Fig. 1: congestion heat map
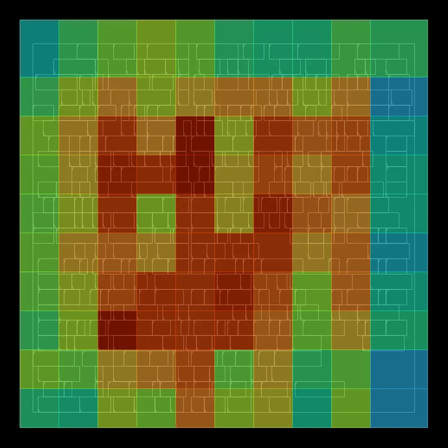
Fig. 2: selected gate families
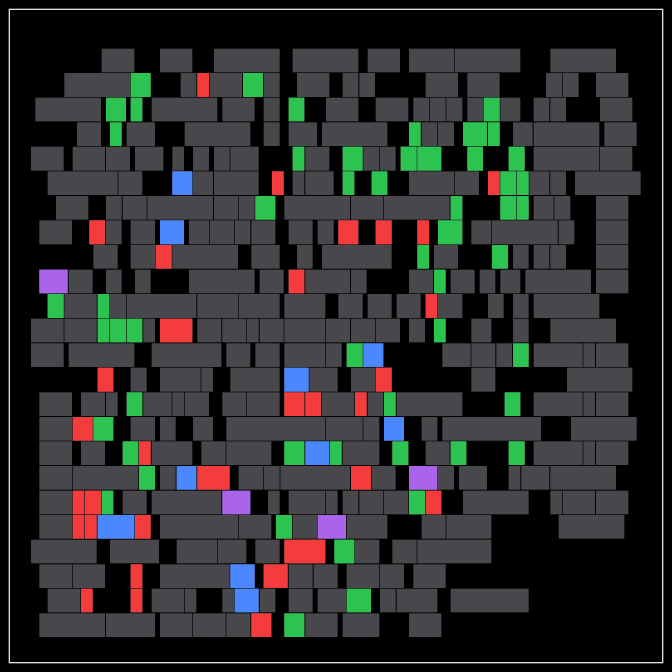
Fig. 3: cell classes on the final placement
The bar under the picture is 20 µm long.
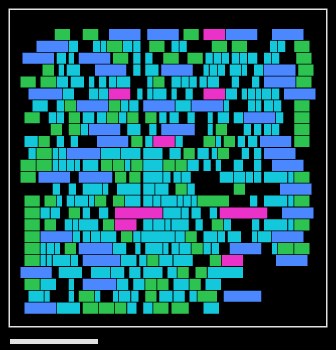
Fig. 4: clock network drawn from the DEF
The bar under the picture is 20 µm long.
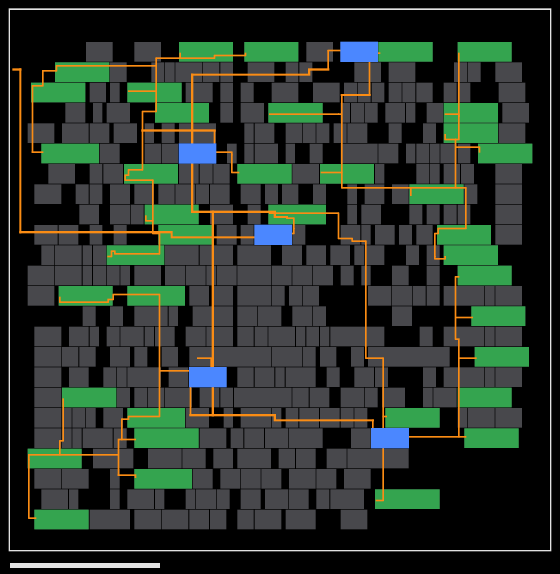
==> config.mk <==
export PLATFORM = sky130hd
export DESIGN_NAME = led_pattern_sequencer_flat
export DESIGN_NICKNAME = d
export VERILOG_FILES = /design/src/rtl/led_pattern_sequencer_if.sv /design/src/rtl/led_pattern_sequencer.sv /design/src/flat_wrapper.sv
export SDC_FILE = /design/constraint.sdc
export NUM_CORES = 1
export LEC_CHECK = 0
export CAP_MARGIN = 40
export CORE_MARGIN = 2
export CORE_UTILIZATION = 49
export CTS_BUF_LIST = sky130_fd_sc_hd__clkbuf_4 sky130_fd_sc_hd__clkbuf_8
export CTS_CLUSTER_DIAMETER = 50
export DETAILED_ROUTE_END_ITERATION = 7
export HOLD_SLACK_MARGIN = 0.15
export PLACE_DENSITY = 0.79
export SLEW_MARGIN = 20
export SYNTH_ARGS = -nofsm -noshare
export SYNTH_HDL_FRONTEND = slang
export SYNTH_SLANG_ARGS = --single-unit
==> constraint.sdc <==
create_clock -name clk -period 2.1 [get_ports clk]
set_input_delay 0.42 -clock clk [delete_from_list [all_inputs] [get_ports clk]]
set_output_delay 0.42 -clock clk [all_outputs]
set_load 0.03 [all_outputs]
==> ci_impl_report.md <==
### Metrics collected by this job

| Metric | Value |
|---|---|
| Status | finished, final reports clean |
| Global router's overall resource usage | a little under a third |
| Number of buffers inserted during clock tree synthesis | 5 |
| Share of post-route cells with drive strength above 1 | between 20% and 30% |
| Max Fclk | about 500 MHz |
| Horizontal die size | 72.2 µm |
| Reported max-cap violation count | 0 |
| Cell with the largest stage delay on the worst path | clkdlybuf4s50_1 |
| Dpl cell area | 0.00306 mm² |
| Critical Path End Type | output pin |
| Synth cell count leaders | dfxtp_1 (38), o21ai_0 (31), a21oi_1 (24) |
| Multi-input gate area | 0.00144 mm² |
| Count of vias placed by the detailed router | 2596 |
| Critical setup path kind | reg2out |
| Starting utilization of the core area | 51.7% |
| Worst path cell trace | buf_4 -> buf_4 -> clkdlybuf4s50_1 |
| Tightest hold margin | between 0.4 and 0.5 ns |
| Final wirelength | 7580 µm |
| Inserted Diodes | 0 |
| Top cell type's share of synthesized area | 33.4% |
| Total power per unit cell area | 532 mW/mm² |
| Number of flip-flops under the largest register name | 26 |
| Peak per-stage delay on the critical path | roughly 0.70 ns |
| Synthesized instance count | 293 |
| IR drop worst, VDD | 0.000304 V |
| Post-DR vias/cell | 6.20 |
| FF-to-FF setup slack | around 0.080 ns |
## Picture notes: Fig. 1
DR WL/cell: 18.1 µm
GRT met3 Usage: 7.22%

## Picture notes: Fig. 2
- NOR gates: red (cells 32)
- NAND gates: green (cells 53)
- AND and OR gates: blue (cells 10)
- XOR/XNOR gates: purple (cells 4)
combinational share of cell area: 43.8%
most frequently placed logic cell in the final layout: buf_4

## Picture notes: Fig. 3
- all other logic: cyan (cells 231)
- other buffers and delay cells: green (cells 90)
- clock drivers and dummy loads: magenta (cells 8)
- flip-flops: blue (cells 38)
final standard cell utilization of the core: 74.3%
sequential cell area share: 23.6%
placeable core area: 0.00441 mm²
fin area: 0.00328 mm²

## Picture notes: Fig. 4
- flip-flops: green (count 38)
- cells driving clock nets: blue (count 5)
- clock wires: orange (length 565 µm)
- flops lie: widely spread
Setup Skew: 0.00618 ns
part of the total power dissipated in the clock network: 45.9%
insertion delay at the late pin of the worst-skew pair: 0.31 ns
Clk. pwr: 0.000801 W

==> cell families after synthesis <==
family / Yosys count / share of synthesized area (%)
AND-OR/OR-AND: 100 / 27.9
XOR/XNOR: 4 / 1.54
adder cells (fa/ha/maj): 7 / 3.84
buffers and inverters: 40 / 7.13
flip-flops: 38 / 33.4
multiplexers: 9 / 4.44
AND/OR/NAND/NOR: 95 / 21.8
==> placed cells by master, fill, tap and decap left out, types with 3 or more instances in the layout <==
cell	n
buf_4	46
clkdlybuf4s50_1	41
dfxtp_1	30
o21ai_0	28
nand3_1	23
a21oi_1	23
nand2_1	17
inv_1	14
nor2_1	13
nor3_1	10
nand2b_1	8
a31oi_1	7
ha_1	7
o2111ai_1	6
clkbuf_8	6
dfxtp_2	6
mux2i_1	5
or4_1	4
nor2b_1	4
nand3b_1	4
xor2_1	3
o211ai_1	3
o21ai_1	3
o31ai_1	3
a221oi_2	3
o22ai_1	3
==> what timing repair did <==
action	4_1_cts	5_1_grt
buffers inserted	0	0
pin swaps	0	3
setup endpoints to repair	1	24
gates resized	1	17
cloned	0	0
hold buffers	0	0
==> where the power goes <==
part           internal, W  switching [W]
Combinational    0.0000809       0.000120
Sequential        0.000735     0.00000807
Clock             0.000507       0.000294
Total              0.00132       0.000422
==> final cells by class <==
cell class	instances	share of cell area, %
Timing Repair Buffer	90	24.4
Clock buffer	6	2.52
Multi-Input combinational cell	215	43.8
Inverter	16	1.83
Tap cell	52	1.98
Sequential cell	38	23.6
Clock inverter	2	1.83
==> per-layer routing <==
layer  part of all wire, %  vias to the layer above  global-route usage (%)
met3                   9.6                       24                    7.22
met4                   2.9                        0                    11.3
met2                    47                      157                    49.5
met1                    41                     1187                    38.4
li1                      -                     1228                       -
met5                     0                        -                       0
==> critical path: cells and delay by family (launching register included) <==
kind | cells | cell delay [ns]
buffers and inverters | 3 | 0.99
flip-flops | 1 | 0.33
==> through the flow <==
step | setup TNS [ns] | cells | worst slack [ns]
after global placement | -0.0120 | 411 | -0.0120
final | 0 | 419 | 0.0563
after floorplan | -0.223 | 293 | -0.112
after global routing | -0.0394 | 419 | -0.0321
after CTS | 0 | 419 | 0.0166
after detailed placement | -0.151 | 411 | -0.0784
Power and IR drop assume default switching activity.
